### src/rtl/c3aibadapt_sr_defs_pkg.sv
// Shared definitions for the sideband shift-register transmit path:
// FSM encodings and the counter width helper.
package c3aibadapt_sr_defs_pkg;

    typedef enum logic [1:0] {
        ST_IDLE  = 2'd0,
        ST_LOAD  = 2'd1,
        ST_SHIFT = 2'd2,
        ST_GAP   = 2'd3
    } sr_state_t;

    localparam int unsigned GAP_CNT_W = 4;

    // Bits needed to hold n-1, never less than one.
    function automatic int unsigned cnt_width(input int unsigned n);
        int unsigned w;
        w = $clog2(n);
        if (w < 1) begin
            w = 1;
        end
        return w;
    endfunction

endpackage

### src/rtl/c3aibadapt_sr_tx_cnt.sv
// Loadable down-counter with enable; stops at zero and flags it.
module c3aibadapt_sr_tx_cnt #(
    parameter int unsigned WIDTH = 4
) (
    input  logic             clk,
    input  logic             rst,
    input  logic             load,
    input  logic [WIDTH-1:0] load_val,
    input  logic             en,
    output logic             zero_c
);

    logic [WIDTH-1:0] count;

    always_ff @(posedge clk or posedge rst) begin
        if (rst) begin
            count <= '0;
        end else if (load) begin
            count <= load_val;
        end else if (en && (count != '0)) begin
            count <= count - WIDTH'(1);
        end
    end

    assign zero_c = (count == '0);

endmodule

### src/rtl/c3aibadapt_sr_tx_ctrl.sv
// Sideband shift-register transmit controller: takes a word over valid/ready,
// strobes the far-end load, then shifts the word out MSB-first on sr_en.
module c3aibadapt_sr_tx_ctrl
    import c3aibadapt_sr_defs_pkg::*;
#(
    parameter int unsigned DATA_WIDTH = 32,
    parameter int unsigned GAP_CYCLES = 1,
    parameter logic        IDLE_VAL   = 1'b0
) (
    input  logic                  clk,
    input  logic                  rst,
    input  logic [DATA_WIDTH-1:0] tx_data,
    input  logic                  tx_valid,
    output logic                  tx_ready,
    input  logic                  sr_en,
    output logic                  sr_load,
    output logic                  sr_dataout,
    output logic                  sr_frame,
    output logic                  tx_done
);

    localparam int unsigned DW       = DATA_WIDTH;
    localparam int unsigned CNT_W    = cnt_width(DATA_WIDTH);
    localparam int unsigned GAP_LOAD = (GAP_CYCLES == 0) ? 0 : GAP_CYCLES - 1;

    sr_state_t     state, state_nxt;
    logic [DW-1:0] shreg, shreg_nxt, shreg_shl;
    logic          bit_load_c, bit_dec_c, bit_zero_c;
    logic          gap_load_c, gap_dec_c, gap_zero_c;
    logic          ready_nxt, load_nxt, frame_nxt, done_nxt, dout_nxt;

    c3aibadapt_sr_tx_cnt #(.WIDTH(CNT_W)) u_bit_cnt (
        .clk      (clk),
        .rst      (rst),
        .load     (bit_load_c),
        .load_val (CNT_W'(DATA_WIDTH - 1)),
        .en       (bit_dec_c),
        .zero_c   (bit_zero_c)
    );

    c3aibadapt_sr_tx_cnt #(.WIDTH(GAP_CNT_W)) u_gap_cnt (
        .clk      (clk),
        .rst      (rst),
        .load     (gap_load_c),
        .load_val (GAP_CNT_W'(GAP_LOAD)),
        .en       (gap_dec_c),
        .zero_c   (gap_zero_c)
    );

    // Truncating the concatenation also covers the single-bit frame.
    assign shreg_shl = DW'({shreg, IDLE_VAL});

    always_comb begin
        state_nxt  = state;
        shreg_nxt  = shreg;
        bit_load_c = 1'b0;
        bit_dec_c  = 1'b0;
        gap_load_c = 1'b0;
        gap_dec_c  = 1'b0;
        ready_nxt  = 1'b0;
        load_nxt   = 1'b0;
        frame_nxt  = 1'b0;
        done_nxt   = 1'b0;
        dout_nxt   = IDLE_VAL;
        case (state)
            ST_IDLE: begin
                if (tx_valid && tx_ready) begin
                    state_nxt  = ST_LOAD;
                    shreg_nxt  = tx_data;
                    bit_load_c = 1'b1;
                    load_nxt   = 1'b1;
                    frame_nxt  = 1'b1;
                    dout_nxt   = tx_data[DW-1];
                end else begin
                    ready_nxt  = 1'b1;
                end
            end
            ST_LOAD: begin
                state_nxt = ST_SHIFT;
                frame_nxt = 1'b1;
                dout_nxt  = shreg[DW-1];
            end
            ST_SHIFT: begin
                frame_nxt = 1'b1;
                dout_nxt  = shreg[DW-1];
                if (sr_en) begin
                    shreg_nxt = shreg_shl;
                    bit_dec_c = 1'b1;
                    dout_nxt  = shreg_shl[DW-1];
                    // Last bit consumed: close the frame.
                    if (bit_zero_c) begin
                        done_nxt  = 1'b1;
                        frame_nxt = 1'b0;
                        dout_nxt  = IDLE_VAL;
                        if (GAP_CYCLES == 0) begin
                            state_nxt = ST_IDLE;
                            ready_nxt = 1'b1;
                        end else begin
                            state_nxt  = ST_GAP;
                            gap_load_c = 1'b1;
                        end
                    end
                end
            end
            ST_GAP: begin
                if (gap_zero_c) begin
                    state_nxt = ST_IDLE;
                    ready_nxt = 1'b1;
                end else begin
                    gap_dec_c = 1'b1;
                end
            end
            default: begin
                state_nxt = ST_IDLE;
            end
        endcase
    end

    always_ff @(posedge clk or posedge rst) begin
        if (rst) begin
            state      <= ST_IDLE;
            shreg      <= '0;
            tx_ready   <= 1'b0;
            sr_load    <= 1'b0;
            sr_frame   <= 1'b0;
            tx_done    <= 1'b0;
            sr_dataout <= IDLE_VAL;
        end else begin
            state      <= state_nxt;
            shreg      <= shreg_nxt;
            tx_ready   <= ready_nxt;
            sr_load    <= load_nxt;
            sr_frame   <= frame_nxt;
            tx_done    <= done_nxt;
            sr_dataout <= dout_nxt;
        end
    end

endmodule
### config.mk
export PLATFORM = sky130hd
export DESIGN_NAME = c3aibadapt_sr_tx_ctrl
export DESIGN_NICKNAME = d
export VERILOG_FILES = /design/src/rtl/c3aibadapt_sr_defs_pkg.sv /design/src/rtl/c3aibadapt_sr_tx_cnt.sv /design/src/rtl/c3aibadapt_sr_tx_ctrl.sv
export SDC_FILE = /design/constraint.sdc
export NUM_CORES = 1
export LEC_CHECK = 0
export CAP_MARGIN = 20
export CORE_MARGIN = 4
export CORE_UTILIZATION = 25
export DETAILED_ROUTE_END_ITERATION = 7
export GPL_TIMING_DRIVEN = 0
export HOLD_SLACK_MARGIN = 0.12
export SLEW_MARGIN = 20
export SYNTH_ARGS = -nofsm -noshare
export SYNTH_HDL_FRONTEND = slang
export SYNTH_SLANG_ARGS = --single-unit
### constraint.sdc
create_clock -name clk -period 2.67 [get_ports clk]
set_clock_uncertainty 0.1 [all_clocks]
set_input_delay 0.4005 -clock clk [delete_from_list [all_inputs] [get_ports clk]]
set_output_delay 0.4005 -clock clk [all_outputs]
set_load 0.03 [all_outputs]
==> flow_metrics.py <==
# Metrics from the implementation run
metrics = {
    "outcome": {
        "outcome": "complete, no violations",
    },
    "setup_path": {
        "cp_top_family": "buffers and inverters",
        "r2r_start": "state[0]$_DFFE_PP0P_",
        "startpoint": "state[0]$_DFFE_PP0P_",
        "crit_path_end_kind": "flop",
        "path_buffers": 3,
    },
    "pwr": {
        "p_leak_nw": 1.27,
    },
    "final_layout": {
        "sh_seq_area": 0.373,
        "signal_buffers": 49,
        "postLayoutCoreUtil": 0.329,
        "lay_top_count": "mux2_2",
        "postLayoutCellArea_sq_mm": 0.00322,
        "diodes": 0,
        "drive_gt1_frac": 0.344,
        "logic_area_sq_mm": 0.00123,
    },
    "logic_synthesis": {
        "yosys-top-cells-area": "dfrtp_1 (48%), mux2_2 (27%), ha_1 (4.0%)",
        "synth_area_leader_cell": "dfrtp_1",
        "synth-area-yosys_sq_mm": 0.00251,
        "ys_cells": 198,
        "ys_top_logic_family": "multiplexers",
        "yosys.area_share.aoi": 0.0692,
    },
    "drt": {
        "vias_per_cell": 4.37,
        "wl_per_cell_um": 12.9,
        "antenna_left": 0,
    },
    "floorplanning": {
        "io-pin-count": 41,
        "taps": 133,
        "core_sq_mm": 0.00977,
    },
    "timing": {
        "worst_slack_ns": 0.336,
        "whs_ns": 0.314,
        "finalClockPeriodUsage": 0.874,
        "drv_slew": 0,
        "fin_tns_setup_ns": 0,
    },
    "place": {
        "post_dp_cell_area_sq_mm": 0.00310,
    },
    "clock_tree": {
        "clk_path_buf_depth": 2,
        "numCtsBuffers": 5,
    },
}
[power by group]
part           leakage (nW)  switching (mW)  internal (mW)
Sequential            0.573           0.198           1.07
Clock                0.0583           0.259          0.282
Combinational         0.637           0.697          0.959
[worst register-to-register path, delay by kind of cell, from the launching register on]
| family | cells | cell delay (ns) |
|---|---|---|
| adder cells (fa/ha/maj) | 1 | 0.15 |
| buffers and inverters | 3 | 0.79 |
| multiplexers | 2 | 0.70 |
| flip-flops | 1 | 0.46 |
[per-layer routing]
layer / routed length, um / global-route usage / part of all wire
met1: 2340 / 0.120 / 0.48
met2: 2290 / 0.145 / 0.47
met3: 233 / 0.0197 / 0.047
met4: 52 / 0.0325 / 0.011
met5: 0 / 0 / 0
Figure 1. Clock wiring as the flow saved it.
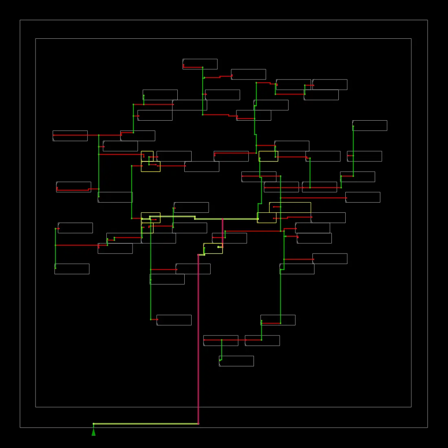
clk_lat worst skew: 0.30 ns
Flops: 48
Sink Count: 48

Figure 2. Close-up of the layout.
Region (66, 12) to (96, 42) um. Cells in gray, sequential cells in the stronger gray; small squares are vias.
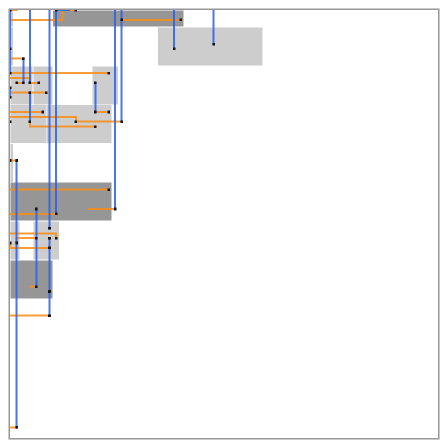
legend:
  blue:
    layer: M2
  orange:
    layer: M1
cells with their middle in the window: 7
netlist names of flops here include: state (1)
sequential cells in the window: 1
most frequent: ha_1 (2)

Figure 3. Routed clock nets over the placement.
Scale bar: 20 um.
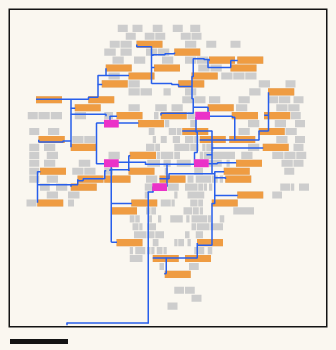
legend:
  orange:
    item: flip-flops
    count: 48
  blue:
    item: clock wires
    length: 655 um
  magenta:
    item: clock-net drivers
    count: 5
routed clock nets: 6
clk pwr: 542 uW
Clk pwr share: 0.156

Power figures rest on the tool's default switching activity, not on a simulated workload.
